==> src/rtl/term_pkg.sv <==
// Shared constants for the terminal write controller: geometry defaults,
// FSM state encoding, PS/2 E0 cursor scan codes and control characters.
package term_pkg;

  localparam int COLS_DEFAULT      = 70;
  localparam int ROWS_DEFAULT      = 30;
  localparam int BUF_DEPTH_DEFAULT = 8190;

  localparam logic [1:0] ST_IDLE       = 2'd0;
  localparam logic [1:0] ST_WRITE      = 2'd1;
  localparam logic [1:0] ST_SCROLL_CLR = 2'd2;
  localparam logic [1:0] ST_FULL_CLR   = 2'd3;

  localparam logic [7:0] SC_UP    = 8'h75;
  localparam logic [7:0] SC_DOWN  = 8'h72;
  localparam logic [7:0] SC_LEFT  = 8'h6B;
  localparam logic [7:0] SC_RIGHT = 8'h74;

  localparam logic [7:0] ASCII_BS    = 8'h08;
  localparam logic [7:0] ASCII_CR    = 8'h0D;
  localparam logic [7:0] ASCII_SPACE = 8'h20;

  function automatic logic is_printable(input logic [7:0] code);
    return (code >= 8'h20) && (code <= 8'h7E);
  endfunction

endpackage

==> src/rtl/term_addr_gen.sv <==
// Combinational character-buffer address: roll_cnt + y*COLS + x, folded
// back into the ring with a single conditional subtract of BUF_DEPTH.
module term_addr_gen #(
  parameter int COLS      = 70,
  parameter int BUF_DEPTH = 8190
) (
  input  logic [12:0] roll_cnt,
  input  logic [6:0]  x,
  input  logic [4:0]  y,
  output logic [12:0] addr
);

  logic [13:0] w_row_off;
  logic [13:0] w_sum;

  assign w_row_off = 14'(y) * 14'(COLS);
  assign w_sum     = 14'(roll_cnt) + w_row_off + 14'(x);
  assign addr      = (w_sum >= 14'(BUF_DEPTH)) ? 13'(w_sum - 14'(BUF_DEPTH)) : w_sum[12:0];

endmodule

==> src/rtl/term_write_ctrl.sv <==
// Text-terminal write controller: turns key events into character-buffer
// writes, cursor moves, scrolling and full clears. Optional: TERM_CURSOR_BLINK_EN.
module term_write_ctrl
  import term_pkg::*;
#(
  parameter int COLS         = COLS_DEFAULT,
  parameter int ROWS         = ROWS_DEFAULT,
  parameter int BUF_DEPTH    = BUF_DEPTH_DEFAULT,
  parameter int BLINK_PERIOD = 25_000_000
) (
  input  logic        clk,
  input  logic        clrn,
  input  logic        key_valid,
  input  logic        key_ext,
  input  logic [7:0]  key_code,
  output logic        key_ready,
  input  logic        clear_req,
  output logic        vm_we,
  output logic [12:0] vm_waddr,
  output logic [7:0]  vm_wdata,
  output logic [12:0] roll_cnt,
  output logic [6:0]  cursor_x,
  output logic [4:0]  cursor_y,
  output logic        cursor_vis,
  output logic        busy
);

  localparam logic [6:0] LAST_X = 7'(COLS - 1);
  localparam logic [4:0] LAST_Y = 5'(ROWS - 1);
  localparam logic [4:0] END_Y  = 5'(ROWS);

  logic [1:0]  r_state, w_state_next;
  logic [12:0] r_roll, w_roll_next;
  logic [6:0]  r_x, w_x_next;
  logic [4:0]  r_y, w_y_next;
  logic        r_we, w_we_next;
  logic [12:0] r_waddr, w_waddr_next;
  logic [7:0]  r_wdata, w_wdata_next;
  logic [6:0]  r_clr_x, w_clr_x_next;
  logic [4:0]  r_clr_y, w_clr_y_next;
  logic        r_scroll, w_scroll_next;

  logic        w_key_path, w_in_clr, w_is_bs, w_bs_ok, w_at_right, w_at_bottom, w_newline;
  logic [6:0]  w_bs_x, w_base_x, w_adv_x, w_gen_x;
  logic [4:0]  w_bs_y, w_base_y, w_adv_y, w_gen_y;
  logic [13:0] w_roll_sum;
  logic [12:0] w_roll_adv, w_addr;

  assign w_key_path  = (r_state == ST_IDLE) && !clear_req;
  assign w_in_clr    = (r_state == ST_SCROLL_CLR) || (r_state == ST_FULL_CLR);
  assign w_is_bs     = !key_ext && (key_code == ASCII_BS);
  assign w_at_right  = (r_x == LAST_X);
  assign w_at_bottom = (r_y == LAST_Y);
  assign w_bs_ok     = (r_x != '0) || (r_y != '0);
  assign w_bs_x      = (r_x != '0) ? r_x - 7'd1 : LAST_X;
  assign w_bs_y      = (r_x != '0) ? r_y : r_y - 5'd1;

  // Clear walkers hold the next position to blank; outside a clear the base
  // is the first position of the clear that is about to start.
  assign w_base_x = w_in_clr ? r_clr_x : '0;
  assign w_base_y = w_in_clr ? r_clr_y : ((r_state == ST_WRITE) ? LAST_Y : '0);
  assign w_adv_x  = (w_base_x == LAST_X) ? '0 : w_base_x + 7'd1;
  assign w_adv_y  = (w_base_x == LAST_X) ? w_base_y + 5'd1 : w_base_y;

  assign w_gen_x = !w_key_path ? w_base_x : (w_is_bs ? w_bs_x : r_x);
  assign w_gen_y = !w_key_path ? w_base_y : (w_is_bs ? w_bs_y : r_y);

  assign w_roll_sum = {1'b0, r_roll} + 14'(COLS);
  assign w_roll_adv = (w_roll_sum >= 14'(BUF_DEPTH)) ? 13'(w_roll_sum - 14'(BUF_DEPTH))
                                                     : w_roll_sum[12:0];

  term_addr_gen #(.COLS(COLS), .BUF_DEPTH(BUF_DEPTH)) u_addr_gen (
    .roll_cnt (r_roll),
    .x        (w_gen_x),
    .y        (w_gen_y),
    .addr     (w_addr)
  );

  always_comb begin
    w_state_next  = r_state;
    w_roll_next   = r_roll;
    w_x_next      = r_x;
    w_y_next      = r_y;
    w_we_next     = 1'b0;
    w_waddr_next  = r_waddr;
    w_wdata_next  = r_wdata;
    w_clr_x_next  = r_clr_x;
    w_clr_y_next  = r_clr_y;
    w_scroll_next = r_scroll;
    w_newline     = 1'b0;
    case (r_state)
      ST_IDLE: begin
        if (clear_req) begin
          w_state_next = ST_FULL_CLR;
          w_we_next    = 1'b1;
          w_waddr_next = w_addr;
          w_wdata_next = ASCII_SPACE;
          w_clr_x_next = w_adv_x;
          w_clr_y_next = w_adv_y;
        end else if (key_valid) begin
          w_state_next  = ST_WRITE;
          w_scroll_next = 1'b0;
          if (key_ext) begin
            case (key_code)
              SC_UP:    if (r_y != '0)   w_y_next = r_y - 5'd1;
              SC_DOWN:  if (!w_at_bottom) w_y_next = r_y + 5'd1;
              SC_LEFT:  if (r_x != '0)   w_x_next = r_x - 7'd1;
              SC_RIGHT: if (!w_at_right)  w_x_next = r_x + 7'd1;
              default:  ;
            endcase
          end else if (is_printable(key_code)) begin
            w_we_next    = 1'b1;
            w_waddr_next = w_addr;
            w_wdata_next = key_code;
            if (w_at_right) begin
              w_x_next  = '0;
              w_newline = 1'b1;
            end else begin
              w_x_next = r_x + 7'd1;
            end
          end else if (key_code == ASCII_CR) begin
            w_x_next  = '0;
            w_newline = 1'b1;
          end else if (w_is_bs && w_bs_ok) begin
            w_x_next     = w_bs_x;
            w_y_next     = w_bs_y;
            w_we_next    = 1'b1;
            w_waddr_next = w_addr;
            w_wdata_next = ASCII_SPACE;
          end
          if (w_newline) begin
            if (!w_at_bottom) begin
              w_y_next = r_y + 5'd1;
            end else begin
              w_roll_next   = w_roll_adv;
              w_scroll_next = 1'b1;
            end
          end
        end
      end
      ST_WRITE: begin
        if (r_scroll) begin
          w_state_next = ST_SCROLL_CLR;
          w_we_next    = 1'b1;
          w_waddr_next = w_addr;
          w_wdata_next = ASCII_SPACE;
          w_clr_x_next = w_adv_x;
          w_clr_y_next = w_adv_y;
        end else begin
          w_state_next = ST_IDLE;
        end
      end
      default: begin
        // Both clears end once the walker has stepped past the last row.
        if (r_clr_y == END_Y) begin
          w_state_next = ST_IDLE;
          if (r_state == ST_FULL_CLR) begin
            w_x_next = '0;
            w_y_next = '0;
          end
        end else begin
          w_we_next    = 1'b1;
          w_waddr_next = w_addr;
          w_clr_x_next = w_adv_x;
          w_clr_y_next = w_adv_y;
        end
      end
    endcase
  end

  always_ff @(posedge clk or negedge clrn) begin
    if (!clrn) begin
      r_state  <= ST_IDLE;
      r_roll   <= '0;
      r_x      <= '0;
      r_y      <= '0;
      r_we     <= 1'b0;
      r_waddr  <= '0;
      r_wdata  <= '0;
      r_clr_x  <= '0;
      r_clr_y  <= '0;
      r_scroll <= 1'b0;
    end else begin
      r_state  <= w_state_next;
      r_roll   <= w_roll_next;
      r_x      <= w_x_next;
      r_y      <= w_y_next;
      r_we     <= w_we_next;
      r_waddr  <= w_waddr_next;
      r_wdata  <= w_wdata_next;
      r_clr_x  <= w_clr_x_next;
      r_clr_y  <= w_clr_y_next;
      r_scroll <= w_scroll_next;
    end
  end

`ifdef TERM_CURSOR_BLINK_EN
  localparam int BLINK_W = $clog2(BLINK_PERIOD + 1);

  logic [BLINK_W-1:0] r_blink_cnt;
  logic               r_vis;
  logic               w_move;

  assign w_move = (w_x_next != r_x) || (w_y_next != r_y);

  // A cursor move restarts the period with the cursor shown.
  always_ff @(posedge clk or negedge clrn) begin
    if (!clrn) begin
      r_blink_cnt <= '0;
      r_vis       <= 1'b1;
    end else if (w_move) begin
      r_blink_cnt <= '0;
      r_vis       <= 1'b1;
    end else if (r_blink_cnt == BLINK_W'(BLINK_PERIOD - 1)) begin
      r_blink_cnt <= '0;
      r_vis       <= ~r_vis;
    end else begin
      r_blink_cnt <= r_blink_cnt + 1'b1;
    end
  end

  assign cursor_vis = r_vis;
`else
  assign cursor_vis = (BLINK_PERIOD > 0) | 1'b1;
`endif

  assign key_ready = (r_state == ST_IDLE) && !clear_req;
  assign busy      = (r_state != ST_IDLE);
  assign vm_we     = r_we;
  assign vm_waddr  = r_waddr;
  assign vm_wdata  = r_wdata;
  assign roll_cnt  = r_roll;
  assign cursor_x  = r_x;
  assign cursor_y  = r_y;

endmodule

==> config.mk <==
export PLATFORM = sky130hd
export DESIGN_NAME = term_write_ctrl
export DESIGN_NICKNAME = d
export VERILOG_FILES = /design/src/rtl/term_pkg.sv /design/src/rtl/term_addr_gen.sv /design/src/rtl/term_write_ctrl.sv
export SDC_FILE = /design/constraint.sdc
export NUM_CORES = 1
export LEC_CHECK = 0
export CAP_MARGIN = 20
export CORE_MARGIN = 2
export CORE_UTILIZATION = 35
export DETAILED_ROUTE_END_ITERATION = 7
export DONT_BUFFER_PORTS = 1
export GPL_ROUTABILITY_DRIVEN = 0
export HOLD_SLACK_MARGIN = 0.06
export SLEW_MARGIN = 20
export SYNTH_ARGS = -nofsm -noshare
export SYNTH_HDL_FRONTEND = slang
export SYNTH_SLANG_ARGS = --single-unit
==> constraint.sdc <==
create_clock -name clk -period 10.4 [get_ports clk]
set_input_delay 1.56 -clock clk [delete_from_list [all_inputs] [get_ports clk]]
set_output_delay 1.56 -clock clk [all_outputs]
set_load 0.03 [all_outputs]
Fig. 1: run 1, supply network
Scale bar: 50 um. Pins as bars on the die edge.
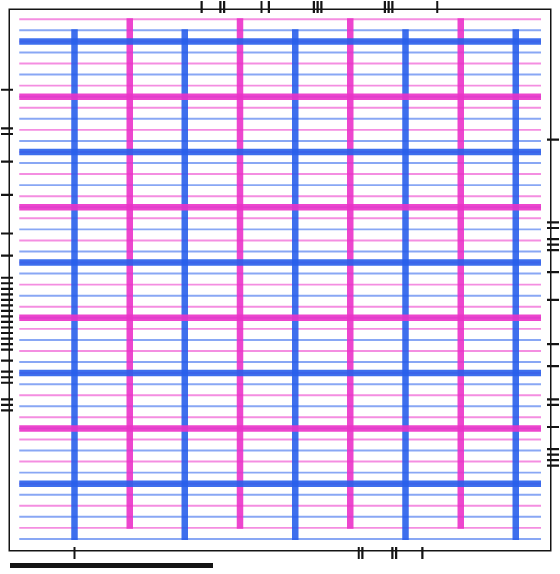
colour	net
blue	VSS
magenta	VDD
met5 straps	9
met1 rails	48
signal pins	63
met4 straps	9
core region area: 16400 um2
Die Y: 133 um

Fig. 2: run 1, cell classes on the final placement
Scale bar: 50 um.
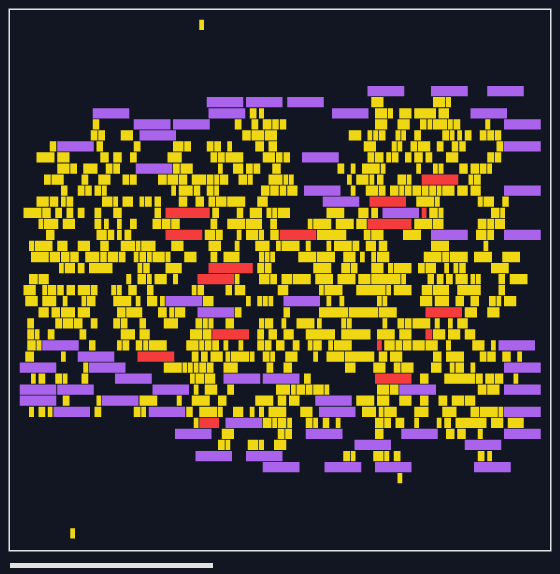
colour	class	cells
yellow	remaining logic cells	628
purple	sequential cells	61
red	clock drivers and dummy loads	16
sequential share of cell area: 24.3%
Rows: 47

==> CHANGELOG.md, run 1 <==
### Physical design

* Syn_nets at 785
* Adder-cell area share of the yosys netlist at 12.7%
* Simple share at 24.6%
* Detailed Route Iter0 Violations at 476
* Max-slew violation count at 0
* GRT Residual Overflow at 0
* Grt met3 use at 4.44%
* CTS tree: yes
* Min Tclk post-route at 7.63 ns
* Setup bufs post-CTS at 0
* Critical path cell sequence: inv_1 > ha_1 > or3b_4 > or4_1 > nor2_4 > nand2_1 > xor2_1 > a21oi_1 > ha_1 > ha_1 > ha_1 > a31oi_1 > xnor2_1 > fa_1 > inv_1 > ha_1 > and3_1 > a221oi_1 > xnor2_1 > nand4_2 > nor4_4 > a21oi_2 > o211a_1 > a211o_1
* Hold Path Depth at 2
* Tap cell count at 220
* Critical Path Start: cursor_x[0]
* Logic area at 3970 um2
* Outcome: finished, final reports clean
* Final hold slack at 0.487 ns
* Worst path most repeated cell: ha_1
* Pin count of the biggest net entering global routing at 62
* Startpoint Class: flop
* Number of cell instances after yosys synthesis at 718
* Crit path max fanout at 10
* RR Startpoint: cursor_x[0]
* Non-CTS inverters at 45
Fig. 3: run 1, clock wires, drivers and flops
Scale bar: 50 um.
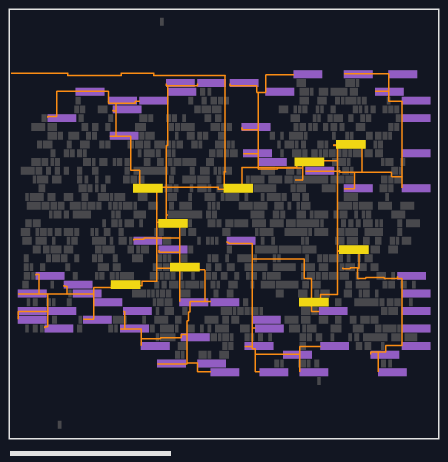
[orange] clock wires | length: 1040 um
[purple] flip-flops | count: 61
[yellow] clock-net drivers | count: 9
routed clock nets	10
Clock power frac: 57.9%
clock latency on the worst-skew pair: 0.33 ns
worst clock skew: 0.00692 ns

Fig. 4: run 1, wiring by layer
Only two layers are drawn.
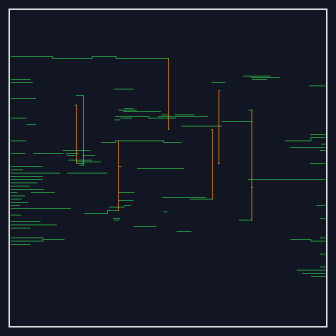
colour	layer	wire length
orange	M4	219 um
green	M3	894 um
DR WL/cell: 16.5 um
detailed-route via count: 5265
GRT Util Overall: 17.7%
final wirelength: 15300 um

Fig. 5: run 1, cell outlines without signal wires
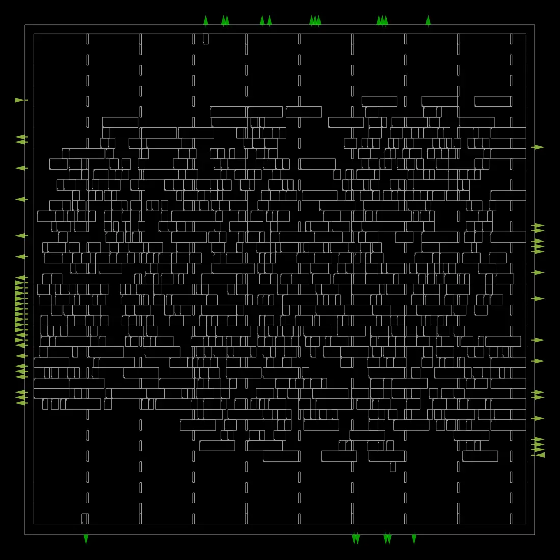

==> run 1 -> run 2 <==
==> constraint.sdc (replaced) <==
create_clock -name clk -period 6.2 [get_ports clk]
set_input_delay 0.93 -clock clk [delete_from_list [all_inputs] [get_ports clk]]
set_output_delay 0.93 -clock clk [all_outputs]
set_load 0.03 [all_outputs]
Fig. 6: run 2, cell outlines without signal wires
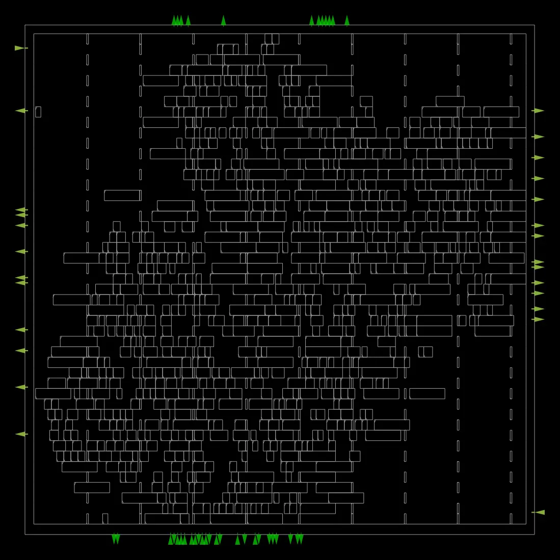
seq_cells: 61
tap cell count: 220
post-layout util: 42.8%

==> run 2 against run 1 <==
Compared with the run above: clock skew shrank 0.00091 ns; cell area is 12% higher; count of clock-buffer cells in the layout unchanged; highest routed layer unchanged; cell count rose by 5.5%; critical path type unchanged; core utilization up 4.6 points; sequential share of layout area fell by 2.6 points; register-to-register slack worse by 2.6 ns; via count grew 4.4%; setup slack got worse by 2.6 ns.
==> CHANGELOG.md, run 2 <==
### Physical design

* Adder-cell area share of the yosys netlist at 12.7% (unchanged)
* Mi-comb count at 584
* RR Startpoint: cursor_x[1]
* Simple share at 24.6% (unchanged)
* Final wirelength at 16700 um (+9.7%)
* CP Data Arrival Time at 6.29 ns
* Post-route setup TNS at 0 ns
* Logic area at 4380 um2 (+10%)
* ANT nets after route at 0
* Worst clock skew at 0.00601 ns (-0.000910 ns)
* Core region area at 16400 um2 (unchanged)
* Detailed-route via count at 5496 (+4.4%)
* GRT Residual Overflow at 0 (unchanged)
* Number of cell instances after yosys synthesis at 718 (unchanged)
* Rows at 47 (unchanged)
* Crit path max fanout at 7 (-3)
* GRT Util Overall at 19.0% (+1.3 points)
* Syn_nets at 785 (unchanged)
* Max-slew violation count at 0 (unchanged)
* Clock power frac at 52.9% (-5.0 points)
* CTS tree: yes
* Yosys reg bits at 61
* Placed insts at 953
* Mux share at 1.57%
* Grt met3 use at 4.29% (-0.15 points)
* Outcome: finished, final reports clean
* Sequential share of cell area at 21.8% (-2.6 points)
* Pin count of the biggest net entering global routing at 62 (unchanged)
* Clock latency on the worst-skew pair at 0.34 ns (about the same)
* Detailed Route Iter0 Violations at 350 (-26%)
* Final hold slack at 0.286 ns (-0.201 ns)
* DR WL/cell at 17.1 um (+3.9%)
* Place WS at -0.0884 ns
* Unrepaired setup endpoints after global routing: yes
* Clock network share of area at 3.97%
* Min Tclk post-route at 6.03 ns (-1.60 ns)
* Critical Path Start: cursor_x[1]
* Non-CTS inverters at 45 (unchanged)
* Distinct lib cells at 84
Power figures rest on the tool's default switching activity, not on a simulated workload.
